Clock wiring as the flow saved it:
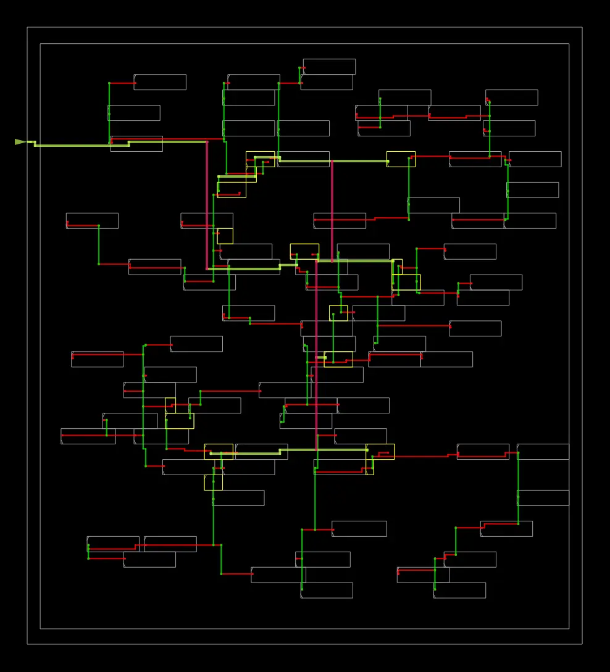
Sequential cells colored by netlist name:
Scale: 4 px per um. Other sequential cells in the stronger gray, the rest of the logic in the fainter gray.
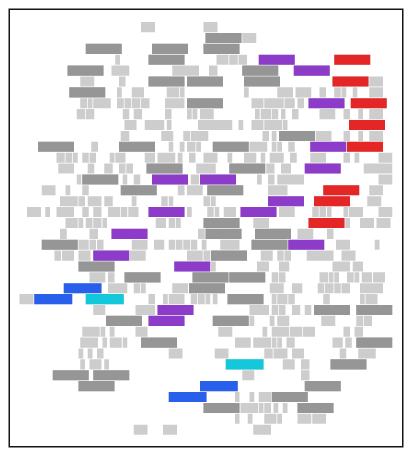
===== config.mk =====
export PLATFORM = sky130hd
export DESIGN_NAME = jp_input_conditioner
export DESIGN_NICKNAME = d
export VERILOG_FILES = /design/src/rtl/jp_input_conditioner.sv
export SDC_FILE = /design/constraint.sdc
export NUM_CORES = 1
export LEC_CHECK = 0
export ABC_CLOCK_PERIOD_IN_PS = 3400
export CORE_AREA = 2 2 96 107
export DETAILED_ROUTE_END_ITERATION = 12
export DIE_AREA = 0 0 98 109
export GPL_ROUTABILITY_DRIVEN = 0
export SKIP_CTS_REPAIR_TIMING = 1
export SYNTH_ARGS = -nofsm -noshare
export SYNTH_HDL_FRONTEND = slang
export SYNTH_SLANG_ARGS = --single-unit

===== constraint.sdc =====
create_clock -name clk_25 -period 3.4 [get_ports clk_25]
set_input_delay 0.34 -clock clk_25 [delete_from_list [all_inputs] [get_ports clk_25]]
set_output_delay 0.34 -clock clk_25 [all_outputs]
set_load 0.01 [all_outputs]

===== src/rtl/jp_input_conditioner.sv =====
// rtl/jp_input_conditioner.sv - NES joypad line sync, de-glitch, poll capture and presence detection
module jp_input_conditioner #(
  parameter int FILTER_LEN    = 3,
  parameter int PRESENT_POLLS = 2,
  parameter int ABSENT_POLLS  = 4
) (
  input  logic       clk_25,
  input  logic       rst,
  input  logic [1:0] jp_data_raw,
  input  logic       jp_latch,
  input  logic [1:0] jp_clk,
  output logic [1:0] jp_data_clean,
  output logic [1:0] jp_present,
  output logic [7:0] jp_buttons0,
  output logic [7:0] jp_buttons1,
  output logic       jp_poll_done
);

  typedef enum logic {ST_ABSENT = 1'b0, ST_PRESENT = 1'b1} pres_t;

  logic       latch_q;
  logic       started_q;
  logic       poll_done_q;
  logic       latch_rise;
  logic       eval;
  logic [7:0] btn_w [2];

  assign latch_rise   = jp_latch & ~latch_q;
  // The first latch after reset has no preceding poll to judge.
  assign eval         = latch_rise & started_q;
  assign jp_poll_done = poll_done_q;
  assign jp_buttons0  = btn_w[0];
  assign jp_buttons1  = btn_w[1];

  always_ff @(posedge clk_25 or posedge rst) begin
    if (rst) begin
      latch_q     <= 1'b0;
      started_q   <= 1'b0;
      poll_done_q <= 1'b0;
    end else begin
      latch_q     <= jp_latch;
      started_q   <= started_q | latch_rise;
      poll_done_q <= eval;
    end
  end

  for (genvar p = 0; p < 2; p++) begin : g_port
    logic [1:0] sync_q;
    logic       filt_q;
    logic [3:0] stab_q;
    logic       clk_q;
    logic [3:0] bit_cnt_q;
    logic [7:0] shift_q;
    logic [7:0] btn_q;
    pres_t      state_q, state_d;
    logic [3:0] good_q, good_d;
    logic [3:0] bad_q, bad_d;
    logic       btn_clr;
    logic       clk_rise;
    logic       complete;
    logic       tail_good;

    assign clk_rise  = jp_clk[p] & ~clk_q;
    assign complete  = eval && (bit_cnt_q == 4'd8);
    assign tail_good = ~filt_q;

    always_ff @(posedge clk_25 or posedge rst) begin
      if (rst) begin
        sync_q    <= 2'b11;
        filt_q    <= 1'b1;
        stab_q    <= 4'd0;
        clk_q     <= 1'b0;
        bit_cnt_q <= 4'd0;
        shift_q   <= 8'h00;
      end else begin
        sync_q <= {sync_q[0], jp_data_raw[p]};
        if (sync_q[1] == filt_q) begin
          stab_q <= 4'd0;
        end else if (stab_q == 4'(FILTER_LEN - 1)) begin
          filt_q <= sync_q[1];
          stab_q <= 4'd0;
        end else begin
          stab_q <= stab_q + 4'd1;
        end
        clk_q <= jp_clk[p];
        // A latch edge takes priority, so a coincident clock edge is lost.
        if (latch_rise) begin
          bit_cnt_q <= 4'd0;
        end else if (clk_rise && (bit_cnt_q < 4'd8)) begin
          shift_q[bit_cnt_q[2:0]] <= filt_q;
          bit_cnt_q               <= bit_cnt_q + 4'd1;
        end
      end
    end

    always_comb begin
      state_d = state_q;
      good_d  = good_q;
      bad_d   = bad_q;
      btn_clr = 1'b0;
      if (complete) begin
        case (state_q)
          ST_ABSENT: begin
            if (!tail_good) begin
              good_d = 4'd0;
            end else if (good_q + 4'd1 == 4'(PRESENT_POLLS)) begin
              state_d = ST_PRESENT;
              good_d  = 4'd0;
              bad_d   = 4'd0;
            end else begin
              good_d = good_q + 4'd1;
            end
          end
          default: begin
            if (tail_good) begin
              bad_d = 4'd0;
            end else if (bad_q + 4'd1 == 4'(ABSENT_POLLS)) begin
              state_d = ST_ABSENT;
              good_d  = 4'd0;
              bad_d   = 4'd0;
              btn_clr = 1'b1;
            end else begin
              bad_d = bad_q + 4'd1;
            end
          end
        endcase
      end
    end

    always_ff @(posedge clk_25 or posedge rst) begin
      if (rst) begin
        state_q <= ST_ABSENT;
        good_q  <= 4'd0;
        bad_q   <= 4'd0;
        btn_q   <= 8'h00;
      end else begin
        state_q <= state_d;
        good_q  <= good_d;
        bad_q   <= bad_d;
        if (btn_clr) begin
          btn_q <= 8'h00;
        end else if (complete) begin
          btn_q <= ~shift_q;
        end
      end
    end

    assign jp_present[p]    = (state_q == ST_PRESENT);
    assign jp_data_clean[p] = filt_q | ~jp_present[p];
    assign btn_w[p]         = btn_q;
  end

endmodule


==> impl_metrics.toml <==
# implementation run metrics
[outcome]
status = "finished, final reports clean"

[cts]
insertion_delay_ns = 0.34

[setup_path]
cp-end-kind = "primary output"
cp_cell_sequence = "inv_1 > nand2_1 > clkdlybuf4s50_1"
worst_setup_path_start_kind = "register"
path_buffers = 2
cpPeakStageDelay_ns = 0.77
cp_slowest_cell = "dfstp_2"

[placement]
portBuffers = 27
hpwl_um = 4870

[logic_synthesis]
synth_top_area_share_pct = 47.6
synth-main-ff-cell = "dfrtp_1"
ys_chip_area_um2 = 3730
netlist_instances = 355
synthArstFlopShare_pct = 100
netlist_area_um2 = 3730
synth_seq_share_pct = 51.8
syn_area_per_cell_um2 = 10.5

[route]
vias = 2615
wirelength_um = 7000
route.detailed.drc = 0

[floorplanning]
die_h_um = 109
design.core.area_um2 = 9650
dieArea_um2 = 10700
rows = 38

[sta]
worstMarginPinSlew_ns = 0.704

[grt]
grt_pass1_wl_um = 12200
grt_overflow = 0
grt_antenna_before_repair = 0

[finish]
finalNetCount = 401
Back to the opening pictures, 'clock wiring as the flow saved it':
number of CTS-inserted buffers: 9
clock tree sinks: 77

Back to the opening pictures, 'sequential cells colored by netlist name':
g_port.shift_q -> purple  # placed flops 16
jp_buttons1 -> red  # placed flops 8
g_port.sync_q -> blue  # placed flops 4
g_port.filt_q -> cyan  # placed flops 2
seq pwr: 1200 uW
Seq/total area: 45.3%
final core occ: 44.2%
Flop area: 1930 um^2

[layout make-up]
type	instances	area (um^2)	share of cell area (%)
clock buffer	10	128	2.99
clock inverter	6	40.0	0.938
inverter	17	63.8	1.50
multi-input combinational	244	1650	38.8
sequential	77	1930	45.3
tap	120	150	3.52
timing repair buffer	29	298	6.98
[worst register-to-register path: stages, from the launching register on]
cell     delay (ns)
dfrtp_1        0.44
ha_1           0.25
nor2b_1        0.16
a211o_1        0.14
nand3_1        0.24
o21ai_1        0.50
o21ai_0        0.15
[path summary, 6_finish.rpt]
path	from	end	slack (ns)	cells after the start
hold reg to reg	g_port[1].sync_q[0]	g_port[1].sync_q[1]	0.34	0
setup / recovery	g_port[0].filt_q	jp_data_clean[0]	1.15	3
min in group asynchronous	rst	g_port[1].shift_q[1]	0.45	2
setup reg to reg	g_port[0].bad_q[0]	jp_buttons0[4]	1.38	6
max in group asynchronous	rst	g_port[1].sync_q[0]	2.20	3
hold / removal	g_port[1].sync_q[0]	g_port[1].sync_q[1]	0.34	0
[Yosys cell counts, types with 3 or more instances]
cell	n
and3b_1	3
nand2_1	38
nor3b_1	3
dfrtp_1	71
nand4_1	3
nor2_1	21
o2bb2ai_1	4
xor2_1	6
nand3_1	13
dfstp_2	6
xnor2_1	4
mux2_2	15
inv_1	17
a21o_1	4
buf_2	6
nor2b_1	5
clkbuf_1	8
o21ai_0	30
nand2b_1	5
ha_1	16
nor3_1	15
a21oi_1	11
[metrics by stage]
| stage | util [%] | setup slack [ns] | cell area [um^2] | hold WS (ns) | power, uW |
|---|---|---|---|---|---|
| 2_1_floorplan | - | 1.10 | 3730 | 0.344 | 1430 |
| 3_3_place_gp | 42.5 | 1.28 | 4100 | 0.346 | 1530 |
| 3_5_place_dp | 42.5 | 1.24 | 4100 | 0.347 | 1550 |
| 4_1_cts | 44.2 | 1.13 | 4270 | 0.336 | 2160 |
| 5_1_grt | 44.2 | 1.05 | 4270 | 0.347 | 2260 |
| 6_report | 44.2 | 1.15 | 4270 | 0.340 | 2120 |
[state kept, by name, summed over array words and instances (netlist names)]
| name | flops |
|---|---|
| jp_buttons0 | 8 |
| g_port.sync_q | 4 |
| g_port.good_q | 8 |
| g_port.shift_q | 16 |
| g_port.bit_cnt_q | 8 |
| latch_q | 1 |
| jp_buttons1 | 8 |
| g_port.filt_q | 2 |
| g_port.stab_q | 8 |
| jp_poll_done | 1 |
| g_port.clk_q | 2 |
| g_port.bad_q | 8 |
| g_port.state_q | 2 |
| started_q | 1 |
[where the power goes]
| group | switching, uW | internal, uW |
|---|---|---|
| registers | 151 | 1040 |
| clock network | 333 | 264 |
| logic | 165 | 164 |
| total | 648 | 1470 |
[routing by layer]
metal,global-route usage (%),part of all wire (%),vias up
met5,0,0,-
met1,17.8,47,1282
met4,4.07,1.0,0
li1,-,-,1291
met2,24.3,48,35
met3,3.72,3.2,7
[cells by family after synthesis]
family / count (synthesis) / share of synthesized area (%)
buffers and inverters: 34 / 3.82
XOR/XNOR: 10 / 2.35
AND-OR/OR-AND: 70 / 12.1
multiplexers: 18 / 5.37
AND/OR/NAND/NOR: 130 / 19.1
flip-flops: 77 / 51.8
adder cells (fa/ha/maj): 16 / 5.37
Power is estimated from default activity; no workload was simulated.
